Fig. 1: run 1, routed clock nets over the placement
Scale bar: 50 um.
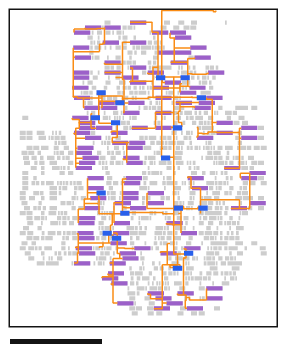
Fig. 2: run 1, clock routing
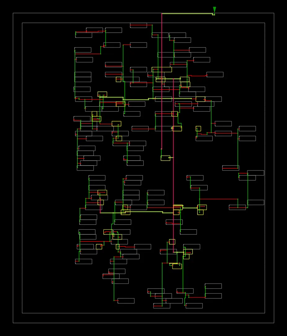
Fig. 3: run 1, met3 routing
Cells faint in the background.
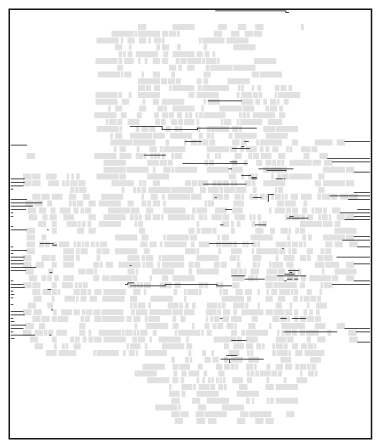
Fig. 4: run 1, signal metal coverage by tile
Scale bar: 50 um. 29 x 34 tiles, from white (low) to dark blue (high), scaled to the fullest tile. Values are wire area over tile area, all layers added.
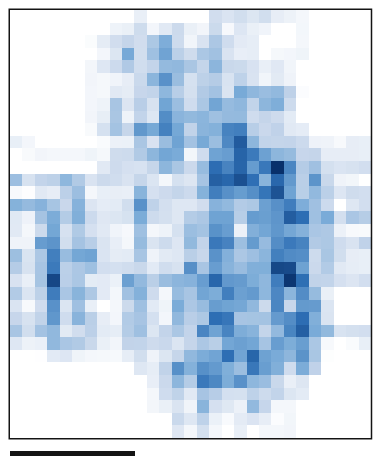
[config.mk]
export PLATFORM = sky130hd
export DESIGN_NAME = led_level_meter
export DESIGN_NICKNAME = d
export VERILOG_FILES = /design/src/rtl/led_level_meter.sv
export SDC_FILE = /design/constraint.sdc
export NUM_CORES = 1
export LEC_CHECK = 0
export CORE_ASPECT_RATIO = 1.2
export CORE_MARGIN = 5
export CORE_UTILIZATION = 35
export CTS_BUF_LIST = sky130_fd_sc_hd__clkbuf_2 sky130_fd_sc_hd__clkbuf_4 sky130_fd_sc_hd__clkbuf_8
export DETAILED_ROUTE_END_ITERATION = 8
export HOLD_SLACK_MARGIN = 0.08
export PLACE_DENSITY_LB_ADDON = 0.25
export RECOVER_POWER = 25
export REMOVE_ABC_BUFFERS = 1
export SETUP_SLACK_MARGIN = 0.1
export SYNTH_ARGS = -nofsm -noshare
export SYNTH_HDL_FRONTEND = slang
export SYNTH_SLANG_ARGS = --single-unit
[constraint.sdc]
create_clock -name clock -period 3.95 [get_ports clock]
set_input_delay 0.9875 -clock clock [delete_from_list [all_inputs] [get_ports clock]]
set_output_delay 0.9875 -clock clock [all_outputs]
set_load 0.01 [all_outputs]
[src/rtl/led_level_meter.sv]
// Audio level meter: mono mix of the codec sample pair, fast-attack/slow-decay envelope, peak hold, stretched clip, LED bar.
// Latency: data_en at T -> env_out/peak_out/clip at T+3, leds at T+4.
// Backpressure: none; a strobe is accepted on every cycle, including back-to-back.
module led_level_meter #(
    parameter int DECAY_DIV    = 48,
    parameter int DECAY_SHIFT  = 3,
    parameter int HOLD_SAMPLES = 24000,
    parameter int CLIP_SAMPLES = 4800
) (
    input  logic        clock,
    input  logic        reset_n,
    input  logic        data_en,
    input  logic [17:0] left_in,
    input  logic [17:0] right_in,
    input  logic        freeze,
    output logic [16:0] env_out,
    output logic [16:0] peak_out,
    output logic [7:0]  leds,
    output logic        clip
);

    localparam int DW = (DECAY_DIV > 1) ? $clog2(DECAY_DIV) : 1;
    localparam int HW = (HOLD_SAMPLES > 0) ? $clog2(HOLD_SAMPLES + 1) : 1;
    localparam int CW = (CLIP_SAMPLES > 0) ? $clog2(CLIP_SAMPLES + 1) : 1;

    // stage 1
    logic [18:0]   sum;
    logic [18:0]   mono_d, mono_q;
    logic          v1_d, v1_q;
    logic          clip1_d, clip1_q;
    // stage 2
    logic [18:0]   abs_mono;
    logic          sat;
    logic [16:0]   mag_d, mag_q;
    logic          v2_d, v2_q;
    logic          clip2_d, clip2_q;
    // stage 3
    logic          tick;
    logic [16:0]   step;
    logic [16:0]   env_d, env_q;
    logic [16:0]   peak_d, peak_q;
    logic [HW-1:0] hold_d, hold_q;
    logic [DW-1:0] dec_cnt_d, dec_cnt_q;
    logic [CW-1:0] clip_cnt_d, clip_cnt_q;
    // output stage
    logic [7:0]    bar, pk;
    logic [7:0]    leds_d, leds_q;

    // Stage 1: sign-extended sum halved to a 19-bit mono sample; flag full-scale inputs.
    always_comb begin
        sum     = {left_in[17], left_in} + {right_in[17], right_in};
        mono_d  = 19'($signed(sum) >>> 1);
        v1_d    = data_en;
        clip1_d = (left_in  == 18'h1FFFF) || (left_in  == 18'h20000) ||
                  (right_in == 18'h1FFFF) || (right_in == 18'h20000);
    end

    // Stage 2: magnitude of mono; only -2^17 overflows 17 bits, and it saturates and counts as a clip.
    always_comb begin
        abs_mono = mono_q[18] ? (~mono_q + 19'd1) : mono_q;
        sat      = abs_mono[18] | abs_mono[17];
        mag_d    = sat ? 17'h1FFFF : abs_mono[16:0];
        v2_d     = v1_q;
        clip2_d  = v1_q & (clip1_q | sat);
    end

    // Stage 3: envelope, decay divider, peak hold and clip stretch; all frozen while freeze is high.
    always_comb begin
        env_d      = env_q;
        peak_d     = peak_q;
        hold_d     = hold_q;
        dec_cnt_d  = dec_cnt_q;
        clip_cnt_d = clip_cnt_q;
        tick       = 1'b0;
        step       = 17'd0;
        if (v2_q && !freeze) begin
            tick      = (dec_cnt_q == DW'(DECAY_DIV - 1));
            dec_cnt_d = tick ? '0 : dec_cnt_q + 1'b1;

            // attack wins over a decay tick landing on the same sample
            if (mag_q >= env_q) begin
                env_d = mag_q;
            end else if (tick) begin
                step  = env_q >> DECAY_SHIFT;
                if (step == 17'd0) begin
                    step = 17'd1;
                end
                env_d = (env_q > step) ? (env_q - step) : 17'd0;
            end

            // once the hold expires the marker follows this sample's envelope
            if (mag_q >= peak_q) begin
                peak_d = mag_q;
                hold_d = HW'(HOLD_SAMPLES);
            end else if (hold_q != '0) begin
                hold_d = hold_q - 1'b1;
            end else begin
                peak_d = env_d;
            end

            if (clip2_q) begin
                clip_cnt_d = CW'(CLIP_SAMPLES);
            end else if (clip_cnt_q != '0) begin
                clip_cnt_d = clip_cnt_q - 1'b1;
            end
        end
    end

    // Output stage: thermometer bar from env plus a single dot at the highest threshold peak reaches.
    always_comb begin
        bar = '0;
        pk  = '0;
        for (int i = 0; i < 8; i++) begin
            bar[i] = (env_q  >= 17'(1 << (9 + i)));
            pk[i]  = (peak_q >= 17'(1 << (9 + i)));
        end
        leds_d = bar | (pk & ~(pk >> 1));
    end

    // All state registers; reset clears everything, discarding samples in flight.
    always_ff @(posedge clock or negedge reset_n) begin
        if (!reset_n) begin
            mono_q     <= '0;
            v1_q       <= 1'b0;
            clip1_q    <= 1'b0;
            mag_q      <= '0;
            v2_q       <= 1'b0;
            clip2_q    <= 1'b0;
            env_q      <= '0;
            peak_q     <= '0;
            hold_q     <= '0;
            dec_cnt_q  <= '0;
            clip_cnt_q <= '0;
            leds_q     <= '0;
        end else begin
            mono_q     <= mono_d;
            v1_q       <= v1_d;
            clip1_q    <= clip1_d;
            mag_q      <= mag_d;
            v2_q       <= v2_d;
            clip2_q    <= clip2_d;
            env_q      <= env_d;
            peak_q     <= peak_d;
            hold_q     <= hold_d;
            dec_cnt_q  <= dec_cnt_d;
            clip_cnt_q <= clip_cnt_d;
            leds_q     <= leds_d;
        end
    end

    assign env_out  = env_q;
    assign peak_out = peak_q;
    assign leds     = leds_q;
    assign clip     = (clip_cnt_q != '0);

endmodule

==> impl_metrics.env, run 1 <==
# flow metrics
export IMPL_floorplanUtilization_pct=35.2
export IMPL_layout_cells_most_common_list="115 x sky130_fd_sc_hd__dfrtp_1, 92 x sky130_fd_sc_hd__nand2_1, 79 x sky130_fd_sc_hd__clkdlybuf4s50_1"
export IMPL_comb_area_mm2=0.00449
export IMPL_min_path_type="reg2reg"
export IMPL_grt_max_degree=68
export IMPL_synth_async_sr_flop_share_pct=100
export IMPL_fp_dieArea_mm2=0.0248
export IMPL_worst_path_stages=19
export IMPL_grt_ovfl_total=0
export IMPL_yosys_top_cells_area="sky130_fd_sc_hd__dfrtp_1 38%, sky130_fd_sc_hd__ha_1 12%, sky130_fd_sc_hd__nand2_1 4.6%"
export IMPL_power_density_cell_area_mw_per_mm2=766
export IMPL_hpwl_mm=15.1
export IMPL_swShare_pct=45.4
export IMPL_cts_hold_fix_buffers=0
export IMPL_finish_net_count=1075
export IMPL_logic_gate_count=651
export IMPL_synthesized_netlist_cell_count=851
export IMPL_placement_setup_worst_slack_ns=-0.245
export IMPL_worst_endpoint_arrival_ns=4.20
export IMPL_fin_ws_ns=0.0716
export IMPL_timing_max_transition_violations_final=49
export IMPL_setup_viol_count_final=0
export IMPL_startpoint="env_out[14]$_DFFE_PN0P_"
export IMPL_ff2ff_setup_slack_ns=0.07
export IMPL_dieWidth_um=144
export IMPL_edff_count_synth=0
export IMPL_critical_path_top_delay_family="AND-OR/OR-AND gates"
export IMPL_p_switching_mw=3.27
export IMPL_main_logic_family_after_synthesis="AND-OR/OR-AND gates"
export IMPL_min_delay_worst_endpoint="v2_q$_DFF_PN0_"
export IMPL_synth_simple_gate_area_share_pct=18.4
export IMPL_top_cells_by_count="115 x sky130_fd_sc_hd__dfrtp_1, 93 x sky130_fd_sc_hd__nand2_1, 70 x sky130_fd_sc_hd__ha_1, 63 x sky130_fd_sc_hd__inv_1, 62 x sky130_fd_sc_hd__o21ai_0"
export IMPL_fin_crit_ns=3.88
export IMPL_placed_cells=1217
export IMPL_tightestPinTransition_ns=2.74
export IMPL_worstSetupPathType="reg2reg"
export IMPL_timing_reg2reg_worst_path_depth=19
export IMPL_most_common_logic_cell_in_the_routed_design="sky130_fd_sc_hd__dfrtp_1"
export IMPL_fill_cells=2123
export IMPL_share_of_final_layout_standard_cells_stronger_than_drive_strength_1_pct=9.94
export IMPL_synth_seq_cells=115
export IMPL_max_freq_mhz=258
export IMPL_muxShareOfSynthArea_pct=0.527
export IMPL_yosys_cell_types_count=65
export IMPL_initial_antenna_violation_count=0
export IMPL_max_flop_register="mono_q"
export IMPL_combPwrFrac_pct=57.8
export IMPL_syn2layout_area_growth_pct=23.9
export IMPL_hold_path_startpoint="v1_q$_DFF_PN0_"
export IMPL_largest_register_ffs=18
export IMPL_openroad_warnings=28
export IMPL_grt_pass1_vias=6649
export IMPL_cts_htree_levels=4
export IMPL_tap_cells=274
export IMPL_critPathMaxStageDelay_ns=0.39
export IMPL_cell_internal_pwr_mw=3.93
export IMPL_synth_yosys_chip_area_mm2=0.00759
export IMPL_clk_share_pct=4.07
export IMPL_hold_slack_ns=0.379
export IMPL_i_o_pin_total=83
export IMPL_worstSetupStartpointType="flip-flop"
export IMPL_drcViolationCount=0
export IMPL_final_hold_viol_count=0
export IMPL_slowest_stage="sky130_fd_sc_hd__dfrtp_1"
export IMPL_status="complete, but fails checks"
export IMPL_core_rowCount=59
export IMPL_clock_path_buffers=2
export IMPL_fin_util_pct=43.6
export IMPL_cap_viol_max_count=1
export IMPL_antenna_diode_count=0
export IMPL_worst_voltage_drop_across_the_vdd_grid_mv=0.359
export IMPL_postSynthAreaPerCell_um2=8.92
export IMPL_via_per_inst=5.31
export IMPL_fin_tns_setup_ns=0
export IMPL_crit_chain="or3_4 -> nor3_2 -> buf_4 -> nand2_4 -> nor3_4 -> buf_6 -> a41o_1 -> ha_2 -> inv_2 -> fa_2 -> a21o_1 -> a221oi_4 -> o311ai_4 -> a2111oi_2 -> buf_4 -> xnor2_2 -> a211oi_2 -> a211oi_1 -> a21oi_1"
export IMPL_crit_path_end="env_out[16]$_DFFE_PN0P_"
export IMPL_final_seq_area_mm2=0.00288
export IMPL_die_height_um=171
export IMPL_worst_path_buf_inv=4
export IMPL_buffer_ports_inserted=82
export IMPL_standard_cell_core_area_mm2=0.0216
export IMPL_nonClockBufferCount=115
export IMPL_gr_usage_met1_pct=20.5
export IMPL_number_of_synthesis_warnings=0
export IMPL_first_pass_iters=6
export IMPL_largestClassByArea="logic gates"
export IMPL_synth_cell_area_mm2=0.00759
export IMPL_yosys_area_top_type_share_pct=37.9
export IMPL_seq_area_frac_synth_pct=37.9
export IMPL_worst_r2r_end="env_out[16]$_DFFE_PN0P_"
export IMPL_area_share_combinational_pct=47.8
export IMPL_grt_use_met2_pct=28.1
export IMPL_synth_main_ff_cell="sky130_fd_sc_hd__dfrtp_1"
export IMPL_synth_compound_area_share_pct=20.0
export IMPL_area_share_sequential_pct=30.6
export IMPL_clkTransAtPathRegs_ns=0.08
export IMPL_grt_pass1_wl_mm=32.3
export IMPL_first_iter_violations=441
export IMPL_buffer_area_share_pct=11.4
export IMPL_endpoint_kind="flip-flop"
export IMPL_rsz_0062_raised_after_global_routing="true"
export IMPL_power_frac_seq_pct=27.7
export IMPL_critical_path_top_cell_by_count="sky130_fd_sc_hd__buf_4"
export IMPL_post_synth_xor_area_fraction_pct=6.81
export IMPL_holdPathStages=0
export IMPL_min_period_over_period_pct=98.2
export IMPL_layoutNonFillerInstCount=1250
export IMPL_worstReg2RegStart="env_out[14]$_DFFE_PN0P_"
export IMPL_met3_length_um=735
export IMPL_place_congestion=0.906
export IMPL_total_met2_wirelength_after_detailed_routing_mm=9.60
export IMPL_drt_met1_wl_mm=8.80
export IMPL_buffer_cell_driving_the_clock_tree_root="sky130_fd_sc_hd__clkbuf_8"
export IMPL_grt_busiest_layer="met2"
export IMPL_max_slew_margin_pct=-83.0
export IMPL_nonClockInverterCount=63
export IMPL_p_leak_nw=4.09
export IMPL_most_common_cell="sky130_fd_sc_hd__dfrtp_1"
export IMPL_cts_tree="built"
export IMPL_drtAntennaViolNets=0
export IMPL_ys_cells=851
export IMPL_crit_path_max_fanout=3
export IMPL_adder_share_pct=12.1
export IMPL_yosysTopAreaCell="sky130_fd_sc_hd__dfrtp_1"
export IMPL_highest_signal_layer="met4"
export IMPL_critPathRequiredTime_ns=4.27
export IMPL_failing_checks="max-capacitance violations, max-slew violations"
-- Fig. 1 (at the start) --
legend:
  purple:
    item: flip-flops
    count: 115
  orange:
    item: clock wires
    length: 1570 um
  blue:
    item: clock drivers
    count: 17
routed clock nets: 18
Setup Skew: 0.0127 ns
share of total power in the clock network: 14.6%
total clock network power: 1.05 mW
worst-skew pair later-pin latency: 0.44 ns

-- Fig. 2 (at the start) --
number of sinks on the clock net: 115
TritonCTS Buffers: 17
flip-flops: 115
Clock Buffer Count: 19

-- Fig. 3 (at the start) --
main direction: horizontal
longest straight run: 28.1 um
wire length on this layer: 736 um
nets with wire on the layer: 90
share of all routed wire: 3.8%
met3 track demand over resource in global routing: 2.47%
overall routed net length: 19.5 mm
Vias: 6638

-- Fig. 4 (at the start) --
fullest tile: 0.54
mean over tiles: 0.12
emptiest ninth of the die: top left
nearly empty tiles: 28%
tiles over half the peak: 14%
GRT Util Overall: 16.2%
routed len/inst: 15.6 um

[run 1: power by group through the flow]
stage	registers [mW]	clock network (mW)	logic (mW)
2_1_floorplan	2.00	0	2.48
3_3_place_gp	2.00	0	3.96
3_5_place_dp	2.01	0	3.97
4_1_cts	1.99	1.08	4.10
5_1_grt	2.05	1.13	4.66
6_report	1.99	1.05	4.16
[run 1: stage by stage]
stage                     instance area, um^2  power, mW
after global routing                     9410       7.84
after detailed placement                 8920       5.98
after floorplan                          7500       4.47
after CTS                                9360       7.17
final                                    9410       7.20
after global placement                   8920       5.96
[run 1: repair_timing]
action,4_1_cts,5_1_grt
setup endpoints to repair,3,8
pin swaps,3,7
hold endpoints to repair,0,0
setup buffers,0,2
gates resized,13,11
==> run 2, diff against run 1 <==
--- a/config.mk
+++ b/config.mk
@@ -10,6 +10,7 @@
 export CORE_UTILIZATION = 35
 export CTS_BUF_LIST = sky130_fd_sc_hd__clkbuf_2 sky130_fd_sc_hd__clkbuf_4 sky130_fd_sc_hd__clkbuf_8
 export DETAILED_ROUTE_END_ITERATION = 8
+export GPL_ROUTABILITY_DRIVEN = 0
 export HOLD_SLACK_MARGIN = 0.08
 export PLACE_DENSITY_LB_ADDON = 0.25
 export RECOVER_POWER = 25
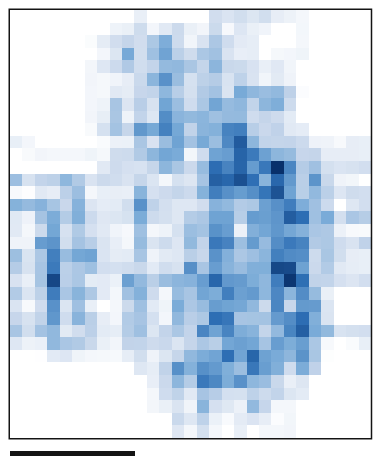
Fig. 5. Signal metal coverage by tile (run 2).
Scale bar: 50 um. 29 x 34 tiles, from white (low) to dark blue (high), scaled to the fullest tile. Values are wire area over tile area, all layers added.
tiles over half the peak: 14%
mean over tiles: 0.12
fullest tile: 0.54
emptiest ninth of the die: top left

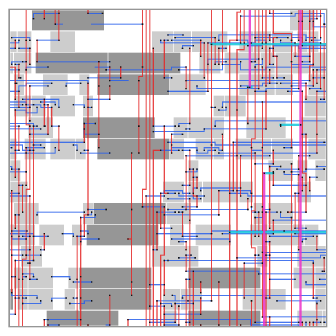
Fig. 6. Zoomed window (run 2).
Region (52, 66) to (92, 106) um. Cells in gray, sequential cells in the stronger gray; small squares are vias.
legend:
  magenta:
    layer: metal 4
  red:
    layer: metal 2
  cyan:
    layer: metal 3
  blue:
    layer: metal 1
netlist names of flops here include: mag_q (10), peak_out (2)
sequential cells in the window: 13
most frequent: nand2_1 (14), ha_1 (14), dfrtp_1 (13)
cells with their middle in the window: 102

==> impl_metrics.env, run 2 <==
# flow metrics
export IMPL_status="complete, but fails checks"
export IMPL_placement_setup_worst_slack_ns=-0.245
export IMPL_total_met2_wirelength_after_detailed_routing_mm=9.60
export IMPL_yosys_cell_types_count=65
export IMPL_postSynthAreaPerCell_um2=8.92
export IMPL_worst_path_stages=19
export IMPL_power_density_cell_area_mw_per_mm2=766
export IMPL_most_common_cell="sky130_fd_sc_hd__dfrtp_1"
export IMPL_buffer_area_share_pct=11.4
export IMPL_comb_area_mm2=0.00449
export IMPL_final_seq_area_mm2=0.00288
export IMPL_yosysTopAreaCell="sky130_fd_sc_hd__dfrtp_1"
export IMPL_hold_slack_ns=0.379
export IMPL_buffer_cell_driving_the_clock_tree_root="sky130_fd_sc_hd__clkbuf_8"
export IMPL_syn2layout_area_growth_pct=23.9
export IMPL_crit_path_max_fanout=3
export IMPL_synth_yosys_chip_area_mm2=0.00759
export IMPL_worst_path_buf_inv=4
export IMPL_first_iter_violations=441
export IMPL_pg_comb_mw=4.16
export IMPL_num_clock_buffers=19
export IMPL_routed_wl_mm=19.5
export IMPL_timing_reg2reg_worst_path_depth=19
export IMPL_biggest_consumer="combinational logic"
export IMPL_holdPathStages=0
export IMPL_fin_crit_ns=3.88
export IMPL_synth_seq_cells=115
export IMPL_yosys_area_top_type_share_pct=37.9
export IMPL_min_path_type="reg2reg"
export IMPL_i_o_pin_total=83
export IMPL_synth_main_ff_cell="sky130_fd_sc_hd__dfrtp_1"
export IMPL_logic_gate_count=651
export IMPL_ys_cells=851
export IMPL_combPwrFrac_pct=57.8
export IMPL_worst_voltage_drop_across_the_vdd_grid_mv=0.359
export IMPL_nonClockInverterCount=63
export IMPL_drt_met1_wl_mm=8.80
export IMPL_highest_signal_layer="met4"
export IMPL_tritoncts_buffers=17
export IMPL_floorplanUtilization_pct=35.2
export IMPL_worst_endpoint_arrival_ns=4.20
export IMPL_yosys_top_cells_area="sky130_fd_sc_hd__dfrtp_1 38%, sky130_fd_sc_hd__ha_1 12%, sky130_fd_sc_hd__nand2_1 4.6%"
export IMPL_cts_tree="built"
export IMPL_fin_util_pct=43.6
export IMPL_largest_register_ffs=18
export IMPL_clock_latency_ns=0.44
export IMPL_top_cells_by_count="115 x sky130_fd_sc_hd__dfrtp_1, 93 x sky130_fd_sc_hd__nand2_1, 70 x sky130_fd_sc_hd__ha_1, 63 x sky130_fd_sc_hd__inv_1, 62 x sky130_fd_sc_hd__o21ai_0"
export IMPL_grt_total_usage_pct=16.2
export IMPL_largestClassByArea="logic gates"
export IMPL_timing_max_transition_violations_final=49
export IMPL_synth_simple_gate_area_share_pct=18.4
export IMPL_clock_path_buffers=2
export IMPL_dieWidth_um=144
export IMPL_standard_cell_core_area_mm2=0.0216
export IMPL_cts_htree_levels=4
export IMPL_critPathRequiredTime_ns=4.27
export IMPL_first_pass_iters=6
export IMPL_finish_instance_area_mm2=0.00941
export IMPL_synth_compound_area_share_pct=20.0
export IMPL_post_synth_xor_area_fraction_pct=6.81
export IMPL_slowest_stage="sky130_fd_sc_hd__dfrtp_1"
export IMPL_edff_count_synth=0
export IMPL_critPathMaxStageDelay_ns=0.39
export IMPL_fill_cells=2123
export IMPL_failing_checks="max-capacitance violations, max-slew violations"
export IMPL_area_share_combinational_pct=47.8
export IMPL_fp_dieArea_mm2=0.0248
export IMPL_cap_viol_max_count=1
export IMPL_worstSetupStartpointType="flip-flop"
export IMPL_clk_share_pct=4.07
export IMPL_critical_path_top_cell_by_count="sky130_fd_sc_hd__buf_4"
export IMPL_die_height_um=171
## run 2: cell counts after synthesis
Identical to the previous run, type by type.
## run 2: final timing paths
kind                                         start                         end
min in group asynchronous                  reset_n    dec_cnt_q[2]$_DFFE_PN0P_
hold reg to reg                     v1_q$_DFF_PN0_              v2_q$_DFF_PN0_
max in group asynchronous                  reset_n  clip_cnt_q[10]$_DFFE_PN0P_
setup reg to reg           env_out[14]$_DFFE_PN0P_     env_out[16]$_DFFE_PN0P_
setup / recovery           env_out[14]$_DFFE_PN0P_     env_out[16]$_DFFE_PN0P_
hold / removal                      v1_q$_DFF_PN0_              v2_q$_DFF_PN0_
## run 2: what timing repair did
action,CTS,global route
buffers inserted,0,2
endpoints found under the setup margin,3,8
pin swaps,3,7
gates resized,13,11
No activity file was given, so power comes from the tool's default toggle rates.
